[config.mk]
export PLATFORM = sky130hd
export DESIGN_NAME = moving_avg_filter_flat
export DESIGN_NICKNAME = d
export VERILOG_FILES = /design/src/rtl/moving_avg_filter_if.sv /design/src/rtl/moving_avg_filter.sv /design/src/flat_wrapper.sv
export SDC_FILE = /design/constraint.sdc
export NUM_CORES = 1
export LEC_CHECK = 0
export CORE_ASPECT_RATIO = 0.75
export CORE_MARGIN = 8
export CORE_UTILIZATION = 62
export CTS_CLUSTER_SIZE = 10
export DETAILED_ROUTE_END_ITERATION = 10
export HOLD_SLACK_MARGIN = 0.08
export PLACE_DENSITY = 0.86
export SETUP_SLACK_MARGIN = 0.02
export SKIP_CTS_REPAIR_TIMING = 1
export SLEW_MARGIN = 10
export SYNTH_ARGS = -nofsm -noshare
export SYNTH_HDL_FRONTEND = slang
export SYNTH_SLANG_ARGS = --single-unit
[constraint.sdc]
create_clock -name CLOCK_50 -period 6.41 [get_ports CLOCK_50]
set_input_delay 1.282 -clock CLOCK_50 [delete_from_list [all_inputs] [get_ports CLOCK_50]]
set_output_delay 1.282 -clock CLOCK_50 [all_outputs]
set_load 0.03 [all_outputs]
[src/rtl/moving_avg_filter_if.sv]
// Sample stream and result bus between a sample source and the moving-average filter.
// The source is the master; the filter is the slave and returns the averaged result.
interface moving_avg_filter_if #(
  parameter int DATA_W = 8
);
  logic              in_valid;
  logic [DATA_W-1:0] x;
  logic              clear;
  logic [DATA_W-1:0] threshold;
  logic              out_valid;
  logic [DATA_W-1:0] y_avg;
  logic              y_flag;
  logic              primed;

  modport master (
    output in_valid, x, clear, threshold,
    input  out_valid, y_avg, y_flag, primed
  );

  modport slave (
    input  in_valid, x, clear, threshold,
    output out_valid, y_avg, y_flag, primed
  );
endinterface

[src/rtl/moving_avg_filter.sv]
// Streaming boxcar filter: floor of the mean of the last 2**LOG2_TAPS accepted samples,
// with a one-cycle result pulse, a strict-greater threshold flag and a window-full indicator.
module moving_avg_filter #(
  parameter int DATA_W    = 8,
  parameter int LOG2_TAPS = 2,
  parameter int WAIT_FULL = 1
) (
  input logic               CLOCK_50,
  input logic               rst,
  moving_avg_filter_if.slave bus
);
  localparam int N      = 1 << LOG2_TAPS;
  localparam int SUM_W  = DATA_W + LOG2_TAPS;
  localparam int FILL_W = LOG2_TAPS + 1;
  localparam logic [FILL_W-1:0] FULL = FILL_W'(N);

  logic [DATA_W-1:0]    win [N];
  logic [LOG2_TAPS-1:0] wr_ptr;
  logic [SUM_W-1:0]     sum;
  logic [FILL_W-1:0]    fill;

  logic [SUM_W-1:0]     sum_next;
  logic [FILL_W-1:0]    fill_upd;
  logic [DATA_W-1:0]    avg_next;

  // The slot being overwritten is always the oldest sample, so the running sum
  // stays exact without re-adding the whole window; modular wrap of the
  // intermediate sum + x cancels out once the old sample is subtracted.
  always_comb begin
    sum_next = sum + SUM_W'(bus.x) - SUM_W'(win[wr_ptr]);
    avg_next = DATA_W'(sum_next >> LOG2_TAPS);
    fill_upd = fill;
    if (bus.in_valid && (fill != FULL)) begin
      fill_upd = fill + FILL_W'(1);
    end
  end

  always_ff @(posedge CLOCK_50) begin
    if (rst || bus.clear) begin
      for (int i = 0; i < N; i++) begin
        win[i] <= '0;
      end
      sum           <= '0;
      wr_ptr        <= '0;
      fill          <= '0;
      bus.out_valid <= 1'b0;
      bus.y_avg     <= '0;
      bus.y_flag    <= 1'b0;
      bus.primed    <= 1'b0;
    end else begin
      bus.out_valid <= 1'b0;
      fill          <= fill_upd;
      bus.primed    <= (fill_upd == FULL);
      if (bus.in_valid) begin
        win[wr_ptr]   <= bus.x;
        sum           <= sum_next;
        wr_ptr        <= wr_ptr + LOG2_TAPS'(1);
        bus.y_avg     <= avg_next;
        bus.y_flag    <= (avg_next > bus.threshold);
        bus.out_valid <= (WAIT_FULL == 0) || (fill_upd == FULL);
      end
    end
  end
endmodule

[src/flat_wrapper.sv]
// flat-port wrapper written by rule: the top's interface ports become plain ports
module moving_avg_filter_flat 
#(
  parameter int DATA_W    = 8,
  parameter int LOG2_TAPS = 2,
  parameter int WAIT_FULL = 1
)
  (CLOCK_50, rst, bus_in_valid, bus_x, bus_clear, bus_threshold, bus_out_valid, bus_y_avg, bus_y_flag, bus_primed);
  moving_avg_filter_if #(.DATA_W(DATA_W)) bus_i ();
  input logic CLOCK_50;
  input logic rst;
  input wire logic [$bits(bus_i.in_valid)-1:0] bus_in_valid;
  input wire logic [$bits(bus_i.x)-1:0] bus_x;
  input wire logic [$bits(bus_i.clear)-1:0] bus_clear;
  input wire logic [$bits(bus_i.threshold)-1:0] bus_threshold;
  output wire logic [$bits(bus_i.out_valid)-1:0] bus_out_valid;
  output wire logic [$bits(bus_i.y_avg)-1:0] bus_y_avg;
  output wire logic [$bits(bus_i.y_flag)-1:0] bus_y_flag;
  output wire logic [$bits(bus_i.primed)-1:0] bus_primed;
  assign bus_i.in_valid = bus_in_valid;
  assign bus_i.x = bus_x;
  assign bus_i.clear = bus_clear;
  assign bus_i.threshold = bus_threshold;
  assign bus_out_valid = bus_i.out_valid;
  assign bus_y_avg = bus_i.y_avg;
  assign bus_y_flag = bus_i.y_flag;
  assign bus_primed = bus_i.primed;
  moving_avg_filter #(.DATA_W(DATA_W), .LOG2_TAPS(LOG2_TAPS), .WAIT_FULL(WAIT_FULL)) u_core (.CLOCK_50(CLOCK_50), .rst(rst), .bus(bus_i));
endmodule
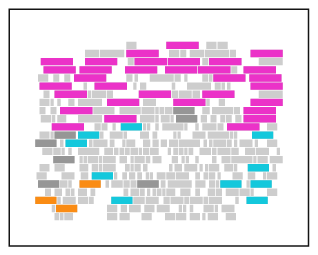
Fig. 1. Sequential cells coloured by netlist name.
Drawn at 3 px/um. Other sequential cells in the stronger grey, the rest of the logic in the fainter grey.
[u_core.sum] cyan | sequential cells: 10
[u_core.win] magenta | sequential cells: 32
[u_core.fill] orange | sequential cells: 3

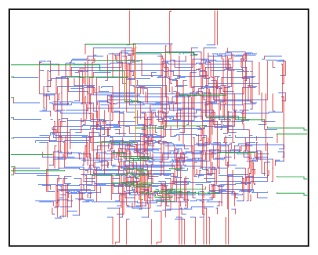
Fig. 2. Signal wires by layer.
Drawn at 3 px/um.
[met4] orange | wire length: 51.0 um
[met2] red | wire length: 2990 um
[met3] green | wire length: 439 um
[met1] blue | wire length: 2980 um
total track usage: 17.18%
Post-Route WL: 6451 um

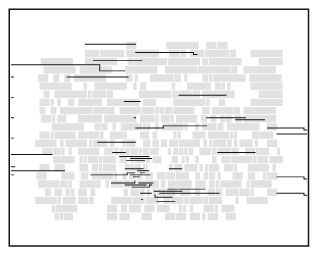
Fig. 3. M3 wires.
Drawn at 3 px/um. Cells faint in the background.
share of all routed wire: 6.8%
wire length on this layer: 439 um
main direction: horizontal
nets with wire on the layer: 37
grt met3 use: 4.934%
via count: 2260

==> results.sh <==
# flow metrics
export IMPL_status="finished, final reports clean"
export IMPL_hold_ws_ns=0.4700
export IMPL_holdPathStages=2
export IMPL_fin_cells=383
export IMPL_dr_pass1_iters=5
export IMPL_cts_buffers=5
export IMPL_antenna_left=0
export IMPL_topCellsByArea="edfxtp_1, dfxtp_1, ha_1, mux4_2, inv_1"
export IMPL_worstSetupEndpointType="flop"
export IMPL_synth_area_mux_share_pct=7.187
export IMPL_worst_path_max_fanout=3
export IMPL_worst_path_most_repeated_cell="a21oi_1"
export IMPL_die_area_sq_um=7780
export IMPL_openroad_warnings=27
export IMPL_r2r_cells=14
export IMPL_area_growth_pct=10.45
export IMPL_syn_nets=353
export IMPL_yosys_warnings=0
export IMPL_hold_class="flop to flop"
export IMPL_layout_top_cell="inv_1"
export IMPL_syn_cell_area_sq_um=3221
export IMPL_startpoint="bus_x[1]"
export IMPL_antenna_found_initial=0
export IMPL_ir_drop_v=0.0001707
export IMPL_pre_cts_ws_ns=1.630
export IMPL_grt_pass1_wl_um=10580
export IMPL_postSynthAreaPerCell_sq_um=10.56
export IMPL_maxClockFrequency_mhz=224.3
export IMPL_io_buffers=30
export IMPL_hold_path_end="u_core.bus.y_flag$_SDFFE_PP0P_"
export IMPL_ys_area_sq_um=3221
export IMPL_n_antenna_cell=0
export IMPL_worstHoldStart="u_core.bus.y_flag$_SDFFE_PP0P_"
export IMPL_top_area_share_pct=29.84
export IMPL_ys_types=54
export IMPL_routed_via_density=5.901
export IMPL_drive_gt1_share_pct=8.359
export IMPL_clock_path_buffers=2
export IMPL_worstPathRequired_ns=6.66
export IMPL_worst_path_largest_cell_delay_ns=0.54
export IMPL_row_count=22
export IMPL_die_h_um=78.42
export IMPL_final_hold_viol_count=0
export IMPL_tightest_slew_ns=0.9557
export IMPL_mostFrequentLayoutCells="inv_1, edfxtp_1, clkdlybuf4s50_1"
export IMPL_power_density_nw_per_um2=266.1
export IMPL_top_area_cell="edfxtp_1"
export IMPL_coreArea_sq_um=4955
export IMPL_nets=370
export IMPL_fin_crit_ns=4.458
export IMPL_synth_cellmix_simpleShare_pct=15.58
export IMPL_worst_slack_ns=1.952
export IMPL_crit_arrival_ns=4.71
export IMPL_total_power_uw=946.5
export IMPL_fin_crit_sh_pct=69.55
export IMPL_initCoreUtil_pct=65.00
export IMPL_edf_count=32
export IMPL_synth_main_ff_cell="edfxtp_1"
export IMPL_setup_viol=0
export IMPL_overflow=0
export IMPL_drt_iter0_drc=147
export IMPL_ys_sh_adder_pct=12.74
export IMPL_pin_count=31
export IMPL_post_dp_cell_area_sq_um=3463
export IMPL_crit_chain="clkdlybuf4s50_1 -> inv_1 -> fa_1 -> inv_1 -> fa_1 -> a21oi_1 -> o211ai_2 -> a21oi_2 -> o21ai_1 -> xor2_1 -> ha_1 -> nand4_1 -> a21oi_1 -> o221ai_1 -> a21oi_1"
export IMPL_die_w_um=99.22
export IMPL_netlist_instances=305
export IMPL_synth_flops=52
export IMPL_first_global_vias=2169
export IMPL_h_tree_depth=2
export IMPL_dpl_cell_count=375
export IMPL_final_area_sq_um=3557
export IMPL_maxSlewHeadroom_pct=36.15
export IMPL_tritoncts="built"
export IMPL_endpoint="u_core.bus.y_flag$_SDFFE_PP0P_"
export IMPL_async_flop_share_pct=0
export IMPL_worstReg2RegEnd="u_core.bus.y_flag$_SDFFE_PP0P_"
export IMPL_power_leakage_nw=1.468
export IMPL_ys_sh_xor_pct=3.147
export IMPL_finalSetupTns_ns=0
export IMPL_cts_root_buf="clkbuf_8"
export IMPL_synth_seq_share_pct=42.27
export IMPL_critPathLaunchType="input port"
export IMPL_maxCapViolCount=0
export IMPL_top_logic_kind="simple AND/OR/NAND/NOR gates"
export IMPL_rsz0062_at_grt="false"
export IMPL_cts_num_sinks=52
export IMPL_drc=0
export IMPL_regToRegSetupSlack_ns=2.24
export IMPL_grt_start_max_net_pins=26
export IMPL_hpwl_um=4852
export IMPL_finalMaxSlewViolations=0
export IMPL_gp_congestion=0.8592
export IMPL_ys_sh_aoi_pct=9.246
export IMPL_yosys_cells=305
export IMPL_slowest_stage="fa_1"
export IMPL_crit_type="input port to flop"
export IMPL_clk_transition_reported_paths_ns=0.10
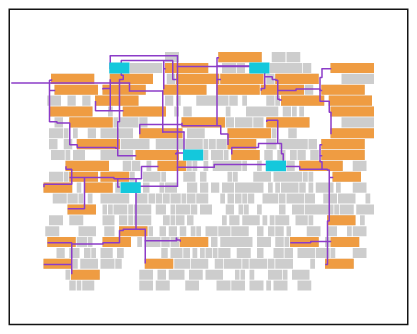
Fig. 4. Clock network drawn from the DEF.
Drawn at 4 px/um.
[flip-flops] orange | count: 52
[clock wires] purple | length: 621 um
[cells driving clock nets] cyan | count: 5
routed clock nets: 6
Clock Power: 197 uW
Late-Pin Clk Latency: 0.32 ns
clk_skew: 0.009706 ns

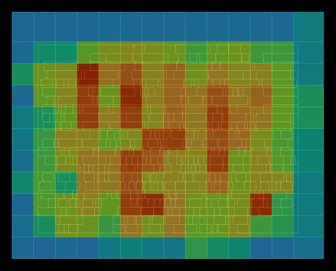
Fig. 5. Routing congestion map.
DR WL/cell: 16.84 um
post-layout util: 71.79%
met1 usage: 23.31%

[report_power, final]
| part | internal [mW] | switching (mW) | leakage [nW] |
|---|---|---|---|
| sequential | 0.376 | 0.0149 | 0.518 |
| combinational | 0.153 | 0.206 | 0.906 |
| clock | 0.0879 | 0.109 | 0.0445 |
[sequential cells by signal, summed over array words and instances, names as in the netlist, named ones only]
register,flops
u_core.win,32
u_core.sum,10
u_core.fill,3
u_core.wr_ptr,2
u_core.bus.out_valid,1
u_core.bus.primed,1
u_core.bus.y_flag,1
[area by class of cell]
| cell class | count | area [sq um] |
|---|---|---|
| multi-input combinational | 186 | 1543 |
| sequential | 52 | 1361 |
| fill | 375 | 1398 |
| tap | 60 | 75.07 |
| timing repair buffer | 32 | 315.3 |
| clock buffer | 7 | 86.33 |
| clock inverter | 1 | 7.507 |
| inverter | 45 | 168.9 |
[critical path: cells and delay by family]
kind / cells / cell delay [ns]
adder cells (fa/ha/maj): 3 / 1.30
AND-OR/OR-AND: 7 / 1.19
buffers and inverters: 3 / 0.65
XOR/XNOR: 1 / 0.17
AND/OR/NAND/NOR: 1 / 0.12
[cells in the mapped netlist, drive strengths merged (3+ instances only)]
cell     n
buf     19
inv     45
a21oi   18
mux2i    4
mux4     8
nor4     9
o21ai    6
and2    18
nand2b   3
nand2   13
a211oi   3
nand3    3
fa       8
clkbuf   3
edfxtp  32
xnor2    7
nor3b    3
nor3     6
nand4    7
dfxtp   20
nor2    22
ha      20
[per-layer routing]
metal / GRT usage (%) / part of all wire (%) / vias up
li1: - / - / 1096
met1: 23.31 / 46 / 1076
met2: 26.96 / 46 / 79
met3: 4.934 / 6.8 / 9
met4: 3.163 / 0.79 / 0
met5: 0 / 0 / -
Power figures rest on the tool's default switching activity, not on a simulated workload.
